==> config.mk <==
export PLATFORM = sky130hd
export DESIGN_NAME = muldiv_unit
export DESIGN_NICKNAME = d
export VERILOG_FILES = /design/src/rtl/muldiv_unit.sv
export SDC_FILE = /design/constraint.sdc
export NUM_CORES = 1
export LEC_CHECK = 0
export ABC_AREA = 1
export ABC_CLOCK_PERIOD_IN_PS = 2900
export CAP_MARGIN = 0
export CORE_MARGIN = 1
export CORE_UTILIZATION = 30
export CTS_BUF_LIST = sky130_fd_sc_hd__clkbuf_16
export CTS_CLUSTER_DIAMETER = 60
export CTS_CLUSTER_SIZE = 20
export DETAILED_ROUTE_END_ITERATION = 7
export SETUP_SLACK_MARGIN = 0.3
export SLEW_MARGIN = 30
export SYNTH_ARGS = -nofsm -noshare
export SYNTH_HDL_FRONTEND = slang
export SYNTH_SLANG_ARGS = --single-unit
==> constraint.sdc <==
create_clock -name clk -period 2.9 [get_ports clk]
set_input_delay 0.29 -clock clk [delete_from_list [all_inputs] [get_ports clk]]
set_output_delay 0.29 -clock clk [all_outputs]
set_load 0.01 [all_outputs]
==> src/rtl/muldiv_unit.sv <==
// muldiv_unit: iterative unsigned multiply/divide unit.
// One shift-add (multiply) or restoring-division step per cycle over DBITS
// cycles, followed by a single DONE cycle that presents a registered result
// and destination index as a register-file write request.
module muldiv_unit #(
    parameter int DBITS = 32
) (
    input  logic             clk,
    input  logic             rst_n,
    input  logic             start,
    input  logic [1:0]       op,
    input  logic [3:0]       rd_in,
    input  logic [DBITS-1:0] a,
    input  logic [DBITS-1:0] b,
    output logic             busy,
    output logic             done,
    output logic [3:0]       rd_out,
    output logic [DBITS-1:0] result
);

    localparam int CW = $clog2(DBITS);

    localparam logic [1:0] OP_MUL   = 2'b00;
    localparam logic [1:0] OP_MULHU = 2'b01;
    localparam logic [1:0] OP_DIVU  = 2'b10;
    localparam logic [1:0] OP_REMU  = 2'b11;

    typedef enum logic [1:0] {
        S_IDLE = 2'd0,
        S_RUN  = 2'd1,
        S_DONE = 2'd2
    } state_t;

    state_t             r_state;
    state_t             w_state_next;
    logic [CW-1:0]      r_count;
    logic [1:0]         r_op;
    logic [3:0]         r_rd;
    logic               r_divzero;
    logic [DBITS-1:0]   r_opa;
    logic [DBITS-1:0]   r_opb;
    logic [2*DBITS-1:0] r_prod;
    logic               r_done;
    logic [3:0]         r_rd_out;
    logic [DBITS-1:0]   r_result;

    logic [DBITS:0]     w_sum;
    logic [2*DBITS-1:0] w_mul_next;
    logic [DBITS:0]     w_shrem;
    logic [DBITS+1:0]   w_diff;
    logic [2*DBITS-1:0] w_div_next;
    logic [2*DBITS-1:0] w_prod_next;
    logic [DBITS-1:0]   w_result;
    logic               w_busy;

    // State register: holds the IDLE/RUN/DONE sequencing state.
    always_ff @(posedge clk or negedge rst_n) begin
        if (!rst_n) begin
            r_state <= S_IDLE;
        end else begin
            r_state <= w_state_next;
        end
    end

    // Next-state logic: accept in IDLE, iterate in RUN, DONE lasts one cycle.
    always_comb begin
        w_state_next = r_state;
        case (r_state)
            S_IDLE: begin
                if (start) begin
                    w_state_next = S_RUN;
                end else begin
                    w_state_next = S_IDLE;
                end
            end
            S_RUN: begin
                if (r_count == '0) begin
                    w_state_next = S_DONE;
                end else begin
                    w_state_next = S_RUN;
                end
            end
            S_DONE:  w_state_next = S_IDLE;
            default: w_state_next = S_IDLE;
        endcase
    end

    // Output logic: busy covers every cycle from RUN entry through DONE.
    always_comb begin
        w_busy = (r_state != S_IDLE);
    end

    // One datapath step plus the final result selection for the latched op.
    always_comb begin
        // Multiply: lower half holds the remaining multiplier bits, upper half
        // accumulates; the carry out of the add shifts into the top bit.
        w_sum = {1'b0, r_prod[2*DBITS-1:DBITS]} + {1'b0, r_opa};
        if (r_prod[0]) begin
            w_mul_next = {w_sum, r_prod[DBITS-1:1]};
        end else begin
            w_mul_next = {1'b0, r_prod[2*DBITS-1:1]};
        end

        // Divide: the shifted remainder needs one extra bit because the
        // pre-shift remainder can be as large as divisor-1.
        w_shrem = r_prod[2*DBITS-1:DBITS-1];
        w_diff  = {1'b0, w_shrem} - {2'b00, r_opb};
        if (!w_diff[DBITS+1]) begin
            w_div_next = {w_diff[DBITS-1:0], r_prod[DBITS-2:0], 1'b1};
        end else begin
            w_div_next = {w_shrem[DBITS-1:0], r_prod[DBITS-2:0], 1'b0};
        end

        if (r_op[1]) begin
            w_prod_next = w_div_next;
        end else begin
            w_prod_next = w_mul_next;
        end

        case (r_op)
            OP_MUL:   w_result = w_prod_next[DBITS-1:0];
            OP_MULHU: w_result = w_prod_next[2*DBITS-1:DBITS];
            OP_DIVU: begin
                if (r_divzero) begin
                    w_result = '1;
                end else begin
                    w_result = w_prod_next[DBITS-1:0];
                end
            end
            OP_REMU: begin
                if (r_divzero) begin
                    w_result = r_opa;
                end else begin
                    w_result = w_prod_next[2*DBITS-1:DBITS];
                end
            end
            default:  w_result = '0;
        endcase
    end

    // Datapath registers: latch operands on accept, iterate, publish on the last step.
    always_ff @(posedge clk or negedge rst_n) begin
        if (!rst_n) begin
            r_count   <= '0;
            r_op      <= 2'b00;
            r_rd      <= 4'd0;
            r_divzero <= 1'b0;
            r_opa     <= '0;
            r_opb     <= '0;
            r_prod    <= '0;
            r_done    <= 1'b0;
            r_rd_out  <= 4'd0;
            r_result  <= '0;
        end else begin
            case (r_state)
                S_IDLE: begin
                    r_done <= 1'b0;
                    if (start) begin
                        r_op      <= op;
                        r_rd      <= rd_in;
                        r_opa     <= a;
                        r_opb     <= b;
                        r_divzero <= (b == '0);
                        r_count   <= CW'(DBITS - 1);
                        // Divide seeds the quotient side with the dividend,
                        // multiply seeds it with the multiplier.
                        if (op[1]) begin
                            r_prod <= {{DBITS{1'b0}}, a};
                        end else begin
                            r_prod <= {{DBITS{1'b0}}, b};
                        end
                    end
                end
                S_RUN: begin
                    r_prod  <= w_prod_next;
                    r_count <= r_count - 1'b1;
                    if (r_count == '0) begin
                        r_result <= w_result;
                        r_rd_out <= r_rd;
                        r_done   <= 1'b1;
                    end
                end
                S_DONE: begin
                    r_done <= 1'b0;
                end
                default: begin
                    r_done <= 1'b0;
                end
            endcase
        end
    end

    assign busy   = w_busy;
    assign done   = r_done;
    assign rd_out = r_rd_out;
    assign result = r_result;

endmodule

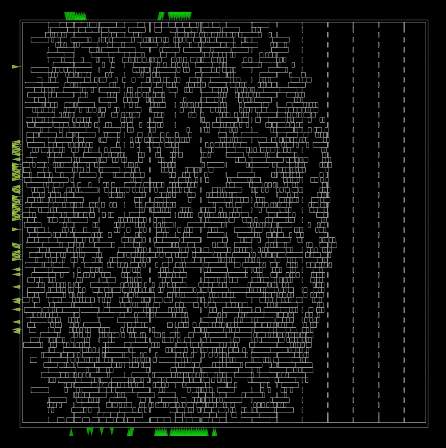
placement.png
row count: 80
post-route core utilization: 37.8%

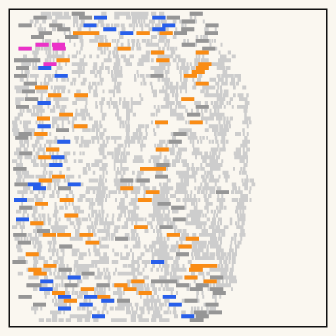
flops_by_reg.png
[`r_opa`] blue | placed flops: 32
[`r_count`] magenta | placed flops: 5 | where: top left
[`r_prod`] orange | placed flops: 64
not colored: 78

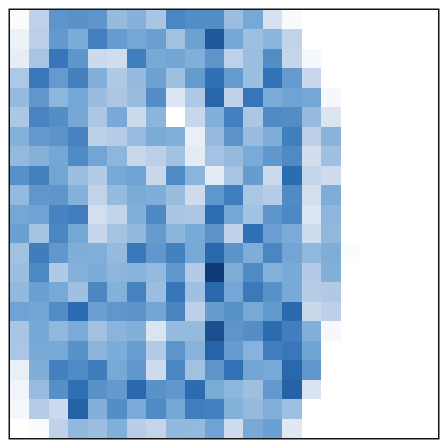
cell_density.png
The die is cut into 22 by 22 equal tiles; white is low, dark blue is high, 0 to 100% covered.
tiles over 75% full: 3.5%
mean over tiles: 35%
fullest tile: 96%

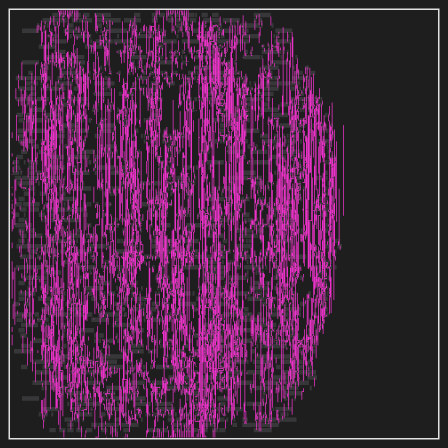
layer_met2.png
Cells faint in the background.
longest straight run: 89.9 um
nets with wire on the layer: 2019
main direction: vertical
GR Util met2: 38.0%
final wirelength: 60100 um
vias: 16034

==> results.sh <==
# implementation run metrics
export IMPL_synthCells=2304
export IMPL_crit_path_end_kind="flop"
export IMPL_outcome="finished clean"
export IMPL_vias_per_cell=5.28
export IMPL_num_io_pins=111
export IMPL_cts_made_buffers=17
export IMPL_cts_hold_buf=1
export IMPL_ys_sh_xor_pct=1.21
export IMPL_synth_stat_cells=2304
export IMPL_cp_num_cells=17
export IMPL_gr_usage_met3_pct=2.89
export IMPL_ff_count=179
export IMPL_dpl_cell_count=2991
export IMPL_grtUsageTotal_pct=24.4
export IMPL_drt_met1_wl_um=27600
export IMPL_drv_cap=0
export IMPL_worstSetupPathType="flop to flop"
export IMPL_worstMarginPinSlew_ps=798
export IMPL_drv_slew=0
export IMPL_cts_htree_levels=4
export IMPL_holdCritPathClass="input pin to asynchronous set/reset pin"
per-stage QoR:
step / util, % / hold WS, ps / worst slack (ps)
detailed placement: 34.5 / 325 / 38.6
global route: 37.8 / 398 / 264
CTS: 36.1 / 375 / 252
floorplan: - / -5.59 / 744
finish: 37.8 / 382 / 403
global placement: 34.5 / 321 / -7.99
cell families after synthesis:
family | after synthesis
buffers and inverters | 441
AND/OR/NAND/NOR | 1149
flip-flops | 179
adder cells (fa/ha/maj) | 67
AND-OR/OR-AND | 448
XOR/XNOR | 20
layout by cell type, fill, tap and decap left out, types with 5 or more instances in the layout:
master	netlist	routed
nand2_1	811	781
inv_1	339	338
o21ai_0	227	215
nand3_1	184	165
dfrtp_1	179	164
a21oi_1	126	110
clkdlybuf4s50_1	0	109
nor2_1	86	72
buf_4	2	60
o211ai_1	32	32
o221ai_1	32	32
nand2_2	3	30
ha_4	0	28
ha_1	65	27
nand3_2	1	20
nand4_1	19	19
nor2_2	4	17
clkbuf_16	0	17
a21oi_2	2	16
dfrtp_2	0	14
o21ai_1	4	13
xnor2_1	12	12
nor3_1	17	10
o21bai_1	10	10
ha_2	0	10
inv_2	6	8
xor2_1	8	8
buf_12	0	8
nand3b_1	7	7
nor3_2	0	6
bufinv_16	0	5
path summary, 6_finish.rpt:
check	start	endpoint	slack, ps
min reg2reg	rd_out[2]$_DFFE_PN0P_	rd_out[2]$_DFFE_PN0P_	470
min	rst_n	r_opa[8]$_DFFE_PN0P_	380
max	r_prod[31]$_DFFE_PN0P_	result[12]$_DFFE_PN0P_	400
max in group asynchronous	rst_n	r_opb[22]$_DFFE_PN0P_	1680
max reg2reg	r_prod[31]$_DFFE_PN0P_	result[12]$_DFFE_PN0P_	400
min in group clk	rd_in[0]	r_rd[0]$_DFFE_PN0P_	380
